Fig. 1: placed cells, one colour a class
Scale: 3 px per micron.
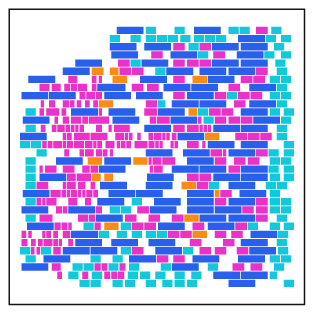
Fig. 2: nets reached from selected ports
Scale: 4 px per micron.
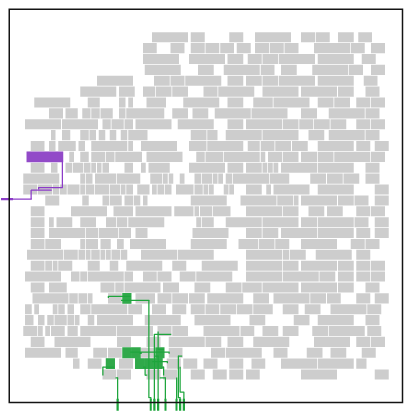
Fig. 3: cell outlines without signal wires
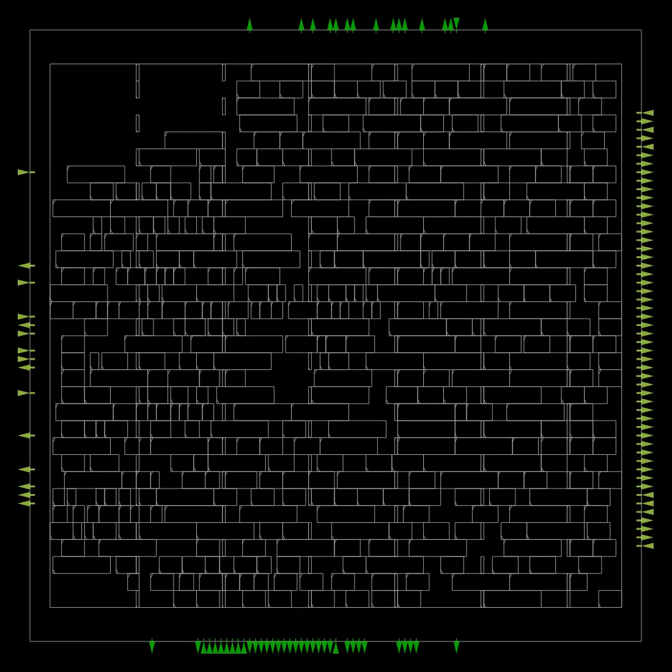
Fig. 4: clock wires, drivers and flops
Scale: 3 px per micron.
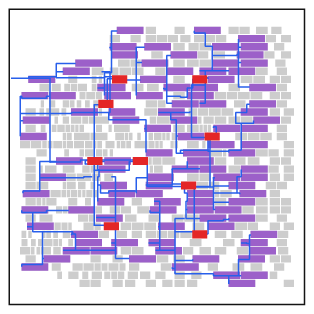
<file path="config.mk">
export PLATFORM = sky130hd
export DESIGN_NAME = lcd_host_seq
export DESIGN_NICKNAME = d
export VERILOG_FILES = /design/src/rtl/lcd_host_seq.sv
export SDC_FILE = /design/constraint.sdc
export NUM_CORES = 1
export LEC_CHECK = 0
export CAP_MARGIN = 30
export CORE_MARGIN = 3
export CORE_UTILIZATION = 52
export DETAILED_ROUTE_END_ITERATION = 12
export GPL_TIMING_DRIVEN = 1
export PLACE_DENSITY = 0.93
export SYNTH_ARGS = -nofsm -noshare
export SYNTH_HDL_FRONTEND = slang
export SYNTH_SLANG_ARGS = --single-unit
</file>
<file path="constraint.sdc">
create_clock -name clk -period 4.42 [get_ports clk]
set_input_delay 0.663 -clock clk [delete_from_list [all_inputs] [get_ports clk]]
set_output_delay 0.663 -clock clk [all_outputs]
set_load 0.01 [all_outputs]
</file>
<file path="src/rtl/lcd_host_seq.sv">
`default_nettype none
// ============================================================================
// lcd_host_seq : host-side command sequencer for the 6x6-image LCD controller
// Revision     : 1.0
// ============================================================================
module lcd_host_seq #(
  parameter int TIMEOUT = 64
) (
  input  logic        clk,
  input  logic        reset_n,
  input  logic        req_valid,
  input  logic [2:0]  req_op,
  output logic        req_ready,
  output logic        img_rd,
  output logic [5:0]  img_addr,
  input  logic [7:0]  img_data,
  output logic [2:0]  cmd,
  output logic        cmd_valid,
  output logic [7:0]  datain,
  input  logic        lcd_busy,
  input  logic [7:0]  lcd_dout,
  input  logic        lcd_valid,
  output logic [71:0] win_data,
  output logic        done,
  output logic        err
);

  localparam int              c_TW         = $clog2(TIMEOUT + 1);
  localparam logic [c_TW-1:0] c_TIMER_MAX  = c_TW'(TIMEOUT);
  localparam logic [c_TW-1:0] c_TIMER_LAST = c_TW'(TIMEOUT - 1);
  localparam logic [c_TW-1:0] c_TIMER_ONE  = c_TW'(1);
  localparam logic [2:0]      c_OP_LOAD    = 3'd1;
  localparam logic [2:0]      c_OP_LAST    = 3'd5;
  localparam logic [5:0]      c_ADDR_LAST  = 6'd35;
  localparam logic [5:0]      c_ADDR_ONE   = 6'd1;
  localparam logic [3:0]      c_CNT_LAST   = 4'd8;
  localparam logic [3:0]      c_CNT_ONE    = 4'd1;

  typedef enum logic [2:0] {
    S_IDLE      = 3'd0,
    S_WAIT_IDLE = 3'd1,
    S_ISSUE     = 3'd2,
    S_STREAM    = 3'd3,
    S_CAPTURE   = 3'd4,
    S_FINISH    = 3'd5
  } state_t;

  state_t          r_state, w_state_nxt;
  logic [2:0]      r_op, w_op_nxt;
  logic [3:0]      r_cnt, w_cnt_nxt;
  logic [5:0]      r_addr, w_addr_nxt;
  logic [c_TW-1:0] r_timer, w_timer_nxt;
  logic            r_rd, w_rd_nxt;
  logic            r_rd_d;
  logic [2:0]      r_cmd, w_cmd_nxt;
  logic            r_cmd_valid, w_cmd_valid_nxt;
  logic [71:0]     r_win, w_win_nxt;
  logic            r_err, w_err_nxt;
  logic            r_done;
  logic            r_ready;

  always_comb begin
    w_state_nxt     = r_state;
    w_op_nxt        = r_op;
    w_cnt_nxt       = r_cnt;
    w_addr_nxt      = r_addr;
    w_timer_nxt     = r_timer;
    w_rd_nxt        = 1'b0;
    w_cmd_nxt       = 3'd0;
    w_cmd_valid_nxt = 1'b0;
    w_win_nxt       = r_win;
    w_err_nxt       = r_err;
    case (r_state)
      S_IDLE: begin
        if (req_valid) begin
          w_op_nxt    = req_op;
          w_err_nxt   = 1'b0;
          w_cnt_nxt   = 4'd0;
          w_timer_nxt = '0;
          if (req_op > c_OP_LAST) begin
            w_state_nxt = S_FINISH;
            w_err_nxt   = 1'b1;
          end else begin
            w_state_nxt = S_WAIT_IDLE;
          end
        end
      end
      S_WAIT_IDLE: begin
        // Outputs are registered, so the ISSUE-cycle strobes are set up here.
        if (!lcd_busy) begin
          w_state_nxt     = S_ISSUE;
          w_cmd_valid_nxt = 1'b1;
          w_cmd_nxt       = r_op;
          if (r_op == c_OP_LOAD) begin
            w_rd_nxt   = 1'b1;
            w_addr_nxt = 6'd0;
          end
        end else if (r_timer >= c_TIMER_LAST) begin
          w_state_nxt = S_FINISH;
          w_err_nxt   = 1'b1;
          w_timer_nxt = c_TIMER_MAX;
        end else begin
          w_timer_nxt = r_timer + c_TIMER_ONE;
        end
      end
      S_ISSUE: begin
        if (r_op == c_OP_LOAD) begin
          w_state_nxt = S_STREAM;
          w_rd_nxt    = 1'b1;
          w_addr_nxt  = c_ADDR_ONE;
        end else begin
          w_state_nxt = S_CAPTURE;
          w_timer_nxt = '0;
        end
      end
      S_STREAM: begin
        // One extra cycle with img_rd low lets the last read byte reach datain.
        if (r_rd) begin
          if (r_addr != c_ADDR_LAST) begin
            w_rd_nxt   = 1'b1;
            w_addr_nxt = r_addr + c_ADDR_ONE;
          end
        end else begin
          w_state_nxt = S_CAPTURE;
          w_timer_nxt = '0;
          w_addr_nxt  = 6'd0;
        end
      end
      S_CAPTURE: begin
        if (lcd_valid) begin
          for (int i = 0; i < 9; i++) begin
            if (r_cnt == 4'(i)) w_win_nxt[8*i +: 8] = lcd_dout;
          end
          w_cnt_nxt   = r_cnt + c_CNT_ONE;
          w_timer_nxt = '0;
          if (r_cnt == c_CNT_LAST) w_state_nxt = S_FINISH;
        end else if (r_timer >= c_TIMER_LAST) begin
          w_state_nxt = S_FINISH;
          w_err_nxt   = 1'b1;
          w_timer_nxt = c_TIMER_MAX;
        end else begin
          w_timer_nxt = r_timer + c_TIMER_ONE;
        end
      end
      S_FINISH: w_state_nxt = S_IDLE;
      default:  w_state_nxt = S_IDLE;
    endcase
  end

  always_ff @(posedge clk or negedge reset_n) begin
    if (!reset_n) begin
      r_state     <= S_IDLE;
      r_op        <= 3'd0;
      r_cnt       <= 4'd0;
      r_addr      <= 6'd0;
      r_timer     <= '0;
      r_rd        <= 1'b0;
      r_rd_d      <= 1'b0;
      r_cmd       <= 3'd0;
      r_cmd_valid <= 1'b0;
      r_win       <= 72'd0;
      r_err       <= 1'b0;
      r_done      <= 1'b0;
      r_ready     <= 1'b1;
    end else begin
      r_state     <= w_state_nxt;
      r_op        <= w_op_nxt;
      r_cnt       <= w_cnt_nxt;
      r_addr      <= w_addr_nxt;
      r_timer     <= w_timer_nxt;
      r_rd        <= w_rd_nxt;
      r_rd_d      <= r_rd;
      r_cmd       <= w_cmd_nxt;
      r_cmd_valid <= w_cmd_valid_nxt;
      r_win       <= w_win_nxt;
      r_err       <= w_err_nxt;
      r_done      <= (w_state_nxt == S_FINISH);
      r_ready     <= (w_state_nxt == S_IDLE);
    end
  end

  assign req_ready = r_ready;
  assign img_rd    = r_rd;
  assign img_addr  = r_addr;
  assign cmd       = r_cmd;
  assign cmd_valid = r_cmd_valid;
  assign datain    = r_rd_d ? img_data : 8'd0;
  assign win_data  = r_win;
  assign done      = r_done;
  assign err       = r_err;

endmodule
`default_nettype wire

</file>
==> Changelog: implementation <==
## Flow update

* Status: completed
* Yosys adder share at 0.0171
* # rows at 32
* DRC errors left at 0
* Routed WL per cell at 18.2 microns
* Critical Path Sink: datain[1]
* Synth Cell Area at 4390 sq um
* Fin area at 5870 sq um
* Clock-pin slew on the worst setup and hold paths at 100 ps
* Flip-flops with a built-in enable at 0
* Hold Fails Final Rpt at 0
* CTS tree: done
* RR Startpoint: r_state[2]
* Critical path type: input port to output port
* Area leader share at 0.587
* Total CTS buffers at 9
* CP dominant cell by count: clkdlybuf4s50_1
* Buffer and inverter count on the worst path at 2
* Top Layer Used: met4
* First DRT Iteration DRCs at 118
* GRT met3 Usage at 0.0286
* Crit Path Max Fanout at 1
* Static Leak at 2.70 nW
* Placed insts at 546
* Top FF cell, synth: dfrtp_1
* Crit path cell chain: clkdlybuf4s50_1 > and2_1 > clkdlybuf4s50_1
* Syn nets at 360
* DPL Wire Length at 7.55 mm
* Setup TNS at 0 ps
* Syn avg cell area at 13.3 sq um
* Simple-Gate Area Share at 0.0977
* Met1 Track Usage GR at 0.286
* Die X at 97.9 microns
* CP Capture Type: output port
* Drt pass-1 iters at 4
* H-tree level count at 3
* Post-synth top cells: 103 x dfrtp_1, 75 x mux2_2, 19 x nand2_1, 17 x o21ai_0, 14 x nor2_1
* Via count at 3165
* Total GRT Usage at 0.216
* Initial core utilization at 0.552
* Worst reg2reg setup slack at 2080 ps
* Yosys Instances at 330
* Mux share at 0.199
* Synth warnings at 0
* Setup Viol. Count Final at 0
* Cell Area, Placed at 5680 sq um
* Min Tclk post-route at 2450 ps
* CTS Buffer Depth at 2
* Hold-fix buffer count after cts at 0
* Slew headroom at 0.377
* Chip area at 9590 sq um
* Metal-1 WL at 4.30 mm
* PwrDens at 455 nW/um^2
* Max Clock Freq at 0.408 GHz
* Setup Buffers After CTS at 0
* Post-layout util at 0.736
* Fin worst setup slack at 1970 ps
* GRT busiest layer: met2
* CTS sink cnt at 104
* Die Y at 97.9 microns
* First-pass GRT wire length at 16.7 mm
* M2 GR Usage at 0.373
* Final Total Pwr at 2.67 mW
* Routed met3 length at 503 microns
* Post-DR vias/cell at 5.63
* Fin nets at 485
* Layout area overhead at 33.5%
* Final ANT Viol Nets at 0
* # resized after CTS at 0
* XOR/XNOR Area Share at 0.00598
-- Fig. 1 (at the start) --
class	colour	cells
clock drivers and dummy loads	orange	16
remaining buffers and delay cells	cyan	118
remaining logic cells	magenta	222
sequential cells	blue	104

-- Fig. 2 (at the start) --
port	colour	direction	edge	end cells	buffers	wire
`datain`	green	output	bottom	8	8	142 microns
`err`	purple	output	left	1	1	25.2 microns
IO Port Bufs: 117
IO Pins: 118

-- Fig. 3 (at the start) --
non-filler cells, final: 562
# fillers: 524
Core Region: 7970 sq um

-- Fig. 4 (at the start) --
[clock-net drivers] red | count: 9
[flip-flops] purple | count: 104
[clock wires] blue | length: 1080 microns
flops lie	widely spread
routed clock nets	10
Clk power: 0.559 mW
Latency at later pin: 360 ps
Layout Skew: 15.1 ps
Clock power frac: 0.210

-- power by group --
group / internal [mW] / switching [mW] / total, mW
logic: 0.457 / 0.387 / 0.844
registers: 1.11 / 0.153 / 1.27
clock network: 0.228 / 0.331 / 0.559
-- final cells by class --
class / instances / area (sq um) / share of cell area
Multi-Input combinational cell: 214 / 1740 / 0.297
Clock inverter: 6 / 51.3 / 0.00874
Inverter: 8 / 30.0 / 0.00512
Clock buffer: 10 / 138 / 0.0235
Sequential cell: 104 / 2600 / 0.444
Timing Repair Buffer: 118 / 1180 / 0.200
Tap cell: 102 / 128 / 0.0217
-- state kept, by name, indices dropped and copies added (netlist names), 3 cells and up --
register / count
img_addr: 6
win_data: 72
r_op: 3
r_cnt: 4
cmd: 3
r_state: 3
r_timer: 7
Power is estimated from default activity; no workload was simulated.
